==> config.mk <==
export PLATFORM = sky130hd
export DESIGN_NAME = serial_frame_loader
export DESIGN_NICKNAME = d
export VERILOG_FILES = /design/src/rtl/serial_frame_loader.sv
export SDC_FILE = /design/constraint.sdc
export NUM_CORES = 1
export LEC_CHECK = 0
export ABC_CLOCK_PERIOD_IN_PS = 2500
export CORE_ASPECT_RATIO = 1.4
export CORE_MARGIN = 1.5
export CORE_UTILIZATION = 40
export CTS_BUF_LIST = sky130_fd_sc_hd__clkbuf_16
export DETAILED_ROUTE_END_ITERATION = 12
export PLACE_DENSITY = 0.67
export SLEW_MARGIN = 10
export SYNTH_ARGS = -nofsm -noshare
export SYNTH_HDL_FRONTEND = slang
export SYNTH_SLANG_ARGS = --single-unit
==> constraint.sdc <==
create_clock -name clk -period 2.5 [get_ports clk]
set_input_delay 0.25 -clock clk [delete_from_list [all_inputs] [get_ports clk]]
set_output_delay 0.25 -clock clk [all_outputs]
set_load 0.02 [all_outputs]
==> src/rtl/serial_frame_loader.sv <==
// ---------------------------------------------------------------------------
// serial_frame_loader
//   Input stage of the XOR stream-cipher datapath. Two framed serial streams
//   share one data pin: a KEY_W-bit key frame (key_en) and an MSG_W-bit
//   message frame (msg_en), both shifted in MSB-first, one bit per clock.
//   The last completed key is held on key_out. Each completed message is
//   offered to the cipher core over a valid/ready handshake. Short frames,
//   conflicting enables and dropped messages are flagged with one-cycle pulses.
//
// Ports
//   clk          system clock, rising edge
//   rst          synchronous reset, active high
//   ser_in       serial data bit
//   key_en       key frame enable
//   msg_en       message frame enable
//   key_out      last completed key
//   key_valid    sticky, set once any key frame has completed
//   msg_out      completed message, stable while msg_valid is high
//   msg_valid    message handshake valid
//   msg_ready    core accepts msg_out
//   busy         high while a frame is being shifted in
//   frame_err    pulse: short frame or conflicting enables
//   overrun_err  pulse: completed message dropped, previous one still pending
// ---------------------------------------------------------------------------
module serial_frame_loader #(
  parameter int KEY_W = 8,
  parameter int MSG_W = 64,
  parameter int CNT_W = 7
) (
  input  logic             clk,
  input  logic             rst,
  input  logic             ser_in,
  input  logic             key_en,
  input  logic             msg_en,
  output logic [KEY_W-1:0] key_out,
  output logic             key_valid,
  output logic [MSG_W-1:0] msg_out,
  output logic             msg_valid,
  input  logic             msg_ready,
  output logic             busy,
  output logic             frame_err,
  output logic             overrun_err
);

  typedef enum logic [1:0] {
    IDLE     = 2'd0,
    LOAD_KEY = 2'd1,
    LOAD_MSG = 2'd2,
    DRAIN    = 2'd3
  } state_t;

  state_t             r_state;
  state_t             w_state_nxt;
  logic [CNT_W-1:0]   r_cnt;
  // One bit short of a message: the bit arriving on the completing edge is
  // appended combinationally, so the frame is captured on that same edge.
  logic [MSG_W-2:0]   r_shift;
  // Which enable DRAIN is waiting on (1 = key frame just completed).
  logic               r_drain_key;
  // Cleared by any enable conflict; a new frame may only start once both
  // enables have been observed low in IDLE. Also cleared by reset so the tail
  // of an interrupted frame is never mistaken for the start of a new one.
  logic               r_armed;

  logic [MSG_W-1:0]   w_frame;
  logic               w_is_key;
  logic               w_own_en;
  logic               w_oth_en;
  logic [CNT_W-1:0]   w_len;
  logic [CNT_W-1:0]   w_cnt_inc;
  logic               w_start;
  logic               w_shift;
  logic               w_key_done;
  logic               w_msg_done;
  logic               w_ferr;
  logic               w_armed_nxt;
  logic               w_drain_key_nxt;

  assign w_frame = {r_shift, ser_in};
  assign busy    = (r_state == LOAD_KEY) || (r_state == LOAD_MSG);

  // -------------------------------------------------------------------------
  // Next-state / control
  // -------------------------------------------------------------------------
  always_comb begin
    w_is_key        = (r_state == LOAD_KEY) || ((r_state == DRAIN) && r_drain_key);
    w_own_en        = w_is_key ? key_en : msg_en;
    w_oth_en        = w_is_key ? msg_en : key_en;
    w_len           = w_is_key ? CNT_W'(KEY_W) : CNT_W'(MSG_W);
    w_cnt_inc       = r_cnt + 1'b1;
    w_state_nxt     = r_state;
    w_start         = 1'b0;
    w_shift         = 1'b0;
    w_key_done      = 1'b0;
    w_msg_done      = 1'b0;
    w_ferr          = 1'b0;
    w_armed_nxt     = r_armed;
    w_drain_key_nxt = r_drain_key;

    unique case (r_state)
      IDLE: begin
        if (!key_en && !msg_en) begin
          w_armed_nxt = 1'b1;
        end else if (r_armed) begin
          if (key_en && msg_en) begin
            // Reported once; further both-high cycles wait for the re-arm.
            w_ferr      = 1'b1;
            w_armed_nxt = 1'b0;
          end else begin
            w_start     = 1'b1;
            w_shift     = 1'b1;
            w_state_nxt = key_en ? LOAD_KEY : LOAD_MSG;
          end
        end
      end

      LOAD_KEY, LOAD_MSG: begin
        if (w_oth_en) begin
          w_ferr      = 1'b1;
          w_armed_nxt = 1'b0;
          w_state_nxt = IDLE;
        end else if (!w_own_en) begin
          w_ferr      = 1'b1;
          w_state_nxt = IDLE;
        end else begin
          w_shift = 1'b1;
          if (w_cnt_inc == w_len) begin
            w_key_done      = (r_state == LOAD_KEY);
            w_msg_done      = (r_state == LOAD_MSG);
            w_drain_key_nxt = (r_state == LOAD_KEY);
            w_state_nxt     = DRAIN;
          end
        end
      end

      DRAIN: begin
        // Trailing bits are ignored; the other enable only disarms.
        if (w_oth_en) w_armed_nxt = 1'b0;
        if (!w_own_en) w_state_nxt = IDLE;
      end

      default: w_state_nxt = IDLE;
    endcase
  end

  // -------------------------------------------------------------------------
  // State, datapath and outputs
  // -------------------------------------------------------------------------
  always_ff @(posedge clk) begin
    if (rst) begin
      r_state     <= IDLE;
      r_cnt       <= '0;
      r_shift     <= '0;
      r_drain_key <= 1'b0;
      r_armed     <= 1'b0;
      key_out     <= '0;
      key_valid   <= 1'b0;
      msg_out     <= '0;
      msg_valid   <= 1'b0;
      frame_err   <= 1'b0;
      overrun_err <= 1'b0;
    end else begin
      r_state     <= w_state_nxt;
      r_armed     <= w_armed_nxt;
      r_drain_key <= w_drain_key_nxt;
      frame_err   <= w_ferr;
      overrun_err <= 1'b0;

      // Counter stops at the frame length because completion leaves LOAD.
      if (w_start)                  r_cnt <= CNT_W'(1);
      else if (w_shift)             r_cnt <= w_cnt_inc;
      else if (w_state_nxt == IDLE) r_cnt <= '0;

      if (w_shift) r_shift <= w_frame[MSG_W-2:0];

      if (w_key_done) begin
        key_out   <= w_frame[KEY_W-1:0];
        key_valid <= 1'b1;
      end

      if (msg_valid && msg_ready) msg_valid <= 1'b0;

      // A message completing on the acceptance edge replaces the old one.
      if (w_msg_done) begin
        if (!msg_valid || msg_ready) begin
          msg_out   <= w_frame;
          msg_valid <= 1'b1;
        end else begin
          overrun_err <= 1'b1;
        end
      end
    end
  end

endmodule

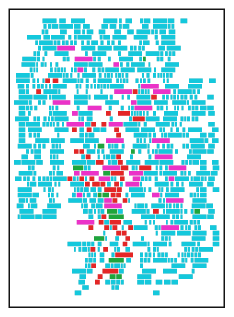
**Above:** sizing map.
Scale: 2 px per um.
size	colour	cells	share
x6 and larger	magenta	33	3.9%
x2	green	14	1.7%
x1 and smaller	cyan	740	88%
x3 and x4	red	56	6.6%
bufs w/o clock: 129
fin area: 7890 um2

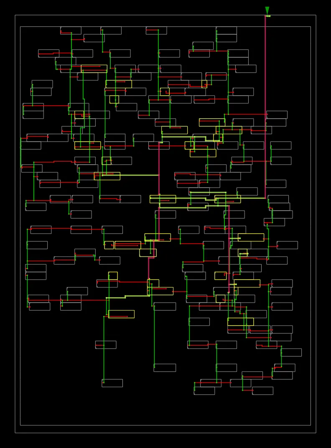
**Above:** clock nets.
Num CTS Buffers: 17
TritonCTS Sinks: 150
Layout clock buffers: 17
Seq cells: 150
clk pwr: 2.42 mW

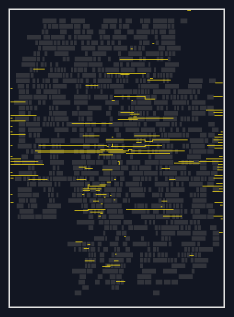
**Above:** the metal 3 layer.
Scale: 2 px per um.
nets with wire on the layer	92
wire length on this layer	835 um
main direction	horizontal
share of all routed wire	5.1%
longest straight run	35.0 um
Post-Route WL: 16600 um
via count: 5690
M3 GR Usage: 3.90%

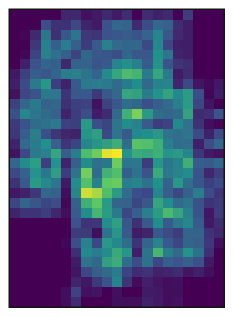
**Above:** signal metal coverage by tile.
Scale: 2 px per um. 21 x 30 tiles, from dark purple (low) to yellow (high), scaled to the fullest tile. Values are wire area over tile area, all layers added.
fullest tile	0.66
emptiest ninth of the die	lower left
tiles over half the peak	12%
densest ninth of the die	centre
Overall Global Routing Usage: 20.2%
WL/cell: 16.0 um

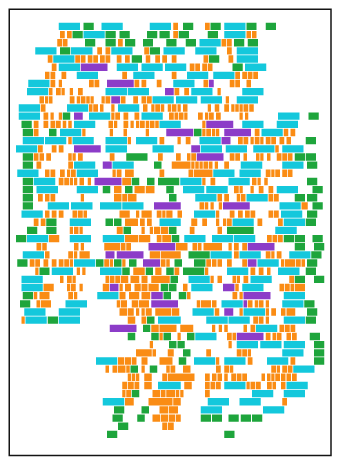
**Above:** placement by cell class.
Scale: 3 px per um.
class	colour	cells
registers	cyan	150
clock drivers and dummy loads	purple	32
remaining logic cells	orange	532
remaining buffers and delay cells	green	129
Final Core Density: 54.1%
Seq area share: 38.1%

==> metrics.yaml <==
drt:
  route.met3.wl_um: 835
  via_per_inst: 5.51
  wl_met1_um: 6880
  drt_iter0_markers: 315
critical_path:
  r2r_cells: 11
  critPathArrivalTime_ns: 2.79
  crit_fanout: 5
  setup.worst_path.class: "reg2reg"
  setup.worst_path.end_class: "flop"
  r2r_start: "r_state[1]"
  worstPathRequired_ns: 2.82
  rrSetupSlack_ns: 0.03
  start_kind: "flop"
placed_design:
  dp_slack_ns: -0.133
  port_buffers: 82
  placed_area_um2: 7150
logic_synthesis:
  edf_count: 0
  postSynthSeqShare_pct: 49.8
  synth_flops: 150
  async_reset_ff_share_pct: 0
  syn_avg_cell_area_um2: 8.08
  synth-area-yosys_um2: 6030
  synth.most_common_cell: "dfxtp_1"
  syn_nets: 759
  ys.flop_type: "dfxtp_1"
  ys_cells: 746
  topCellsByArea: "dfxtp_1 50%, a21oi_1 11%, nand2_1 8.7%"
  top_area_cell: "dfxtp_1"
  top_area_share_pct: 49.8
  netlist_instances: 746
floorplanning:
  fp_util_pct: 41.4
  rows: 52
  design.portCount: 83
  die_height_um: 148
  chipWidth_um: 107
final_timing:
  clock_skew_ns: 0.00929
  finalHoldWorstSlack_ns: 0.116
  period_needed_ns: 2.47
  slew_viol_final: 0
  hold_viol_final: 0
  slew_headroom_pct: 62.6
  finalClockPeriodUsage_pct: 98.7
layout:
  area_delta_synth_final_pct: 30.8
  nFillCells: 1349
  final-seq-area_um2: 3010
  drive_gt1_share_pct: 12.2
  nNetsFinal: 843
  combGateArea_um2: 2820
job:
  tool_warnings: 33
  cap_violations: 0
global_routing:
  antenna_found_initial: 0
  grt_pass1_vias: 5306
  grt_overflow: 0
  grt_pass1_wl_um: 25700
power_and_ir_drop:
  powerDensity_nw_per_um2: 647
  power.leakage_nw: 2.64
  vdd_ir_drop_max_mv: 0.440
cts:
  clk_pin_slew_ns: 0.06
  root_buffer: "clkbuf_16"
  hold_buffers: 0
  clkLatencyLatePin_ns: 0.42
status:
  outcome: "finished, final reports clean"
worst_hold_path:
  hold-path-endpoint: "r_drain_key"
[worst max-delay path, stage by stage, from the launching register on]
cell and delay (ns):
dfxtp_2 0.36, inv_1 0.07, ha_2 0.21, a21oi_4 0.15, buf_4 0.16, mux2i_4 0.25
nand4_1 0.24, buf_4 0.24, nor3_1 0.18, a21oi_1 0.10, buf_4 0.16, a311oi_1 0.25
[where the power goes]
group          internal, mW  switching (mW)
Sequential             2.40         0.00824
Combinational        0.0953           0.183
Clock                  1.31            1.11
Total                  3.80            1.30
[layout by cell type (no fill, tap or decap), types with 2 or more instances in the layout]
cell / count
inv_6: 7
o211ai_1: 2
ha_2: 2
a31o_4: 4
a21o_1: 3
dfxtp_2: 2
inv_1: 5
clkbuf_16: 18
inv_8: 2
mux2i_1: 8
nor3_1: 5
nand2b_1: 5
clkdlybuf4s50_1: 81
nand3_1: 73
clkinv_4: 3
or3_1: 4
ha_1: 4
a211oi_1: 2
o21ai_1: 32
buf_12: 4
nand2_1: 139
nand4_1: 5
o21ai_0: 37
buf_4: 42
a22oi_1: 2
a21boi_0: 3
or4b_1: 2
nor4_1: 2
a21oi_1: 137
nor2_1: 19
dfxtp_1: 148
nand3b_1: 3
[cell type report]
| type | instances | share of cell area (%) |
|---|---|---|
| Sequential cell | 150 | 38.1 |
| Multi-Input combinational cell | 527 | 35.8 |
| Timing Repair Buffer | 129 | 15.8 |
| Clock buffer | 17 | 5.39 |
| Tap cell | 189 | 3.00 |
| Clock inverter | 15 | 1.71 |
| Inverter | 5 | 0.238 |
[routing by layer]
layer,vias up,GRT usage [%]
li1,2770,-
met1,2698,24.0
met2,185,34.7
met3,37,3.90
met4,0,9.67
met5,-,0
[worst max path at each step]
stage | slack (ns) | cells past startpoint | end
finish | 0.03 | 11 | r_cnt[4]
global route | -0.06 | 11 | r_cnt[0]
CTS | 0.008 | 8 | msg_out[30]
floorplan | 0.10 | 10 | msg_out[45]
detailed placement | -0.13 | 9 | r_cnt[5]
global placement | -0.05 | 9 | r_cnt[5]
[kinds of logic (layout without fill, tap and decap cells)]
group	count (synthesis)	in the layout	synth area share, %
compound gates	235	238	21.1
xor+xnor	2	2	0.291
fa+ha+maj	7	7	1.45
buf+inv	72	166	5.40
flops	150	150	49.8
mux	9	9	1.49
simple gates	271	271	20.5
[state kept, by name (all words and copies together), names as in the netlist]
| signal | cells |
|---|---|
| r_shift | 63 |
| msg_out | 64 |
| r_cnt | 7 |
| msg_valid | 1 |
| key_valid | 1 |
| key_out | 8 |
| r_state | 2 |
| overrun_err | 1 |
| r_drain_key | 1 |
| frame_err | 1 |
| r_armed | 1 |
[timing repair]
| action | CTS | global route |
|---|---|---|
| pin swaps | 2 | 3 |
| gates cloned | 1 | 3 |
| resized | 4 | 12 |
| buffers inserted | 1 | 4 |
| hold endpoints to repair | 0 | 0 |
| endpoints found under the setup margin | 70 | 87 |
[metrics by stage]
| stage | total power [mW] | instances | setup TNS, ns |
|---|---|---|---|
| after floorplan | 2.62 | 746 | 0 |
| after global placement | 2.72 | 991 | -0.0453 |
| after detailed placement | 2.72 | 991 | -2.35 |
| after CTS | 5.14 | 1025 | 0 |
| after global routing | 5.28 | 1032 | -0.158 |
| final | 5.10 | 1032 | 0 |
Power figures rest on the tool's default switching activity, not on a simulated workload.
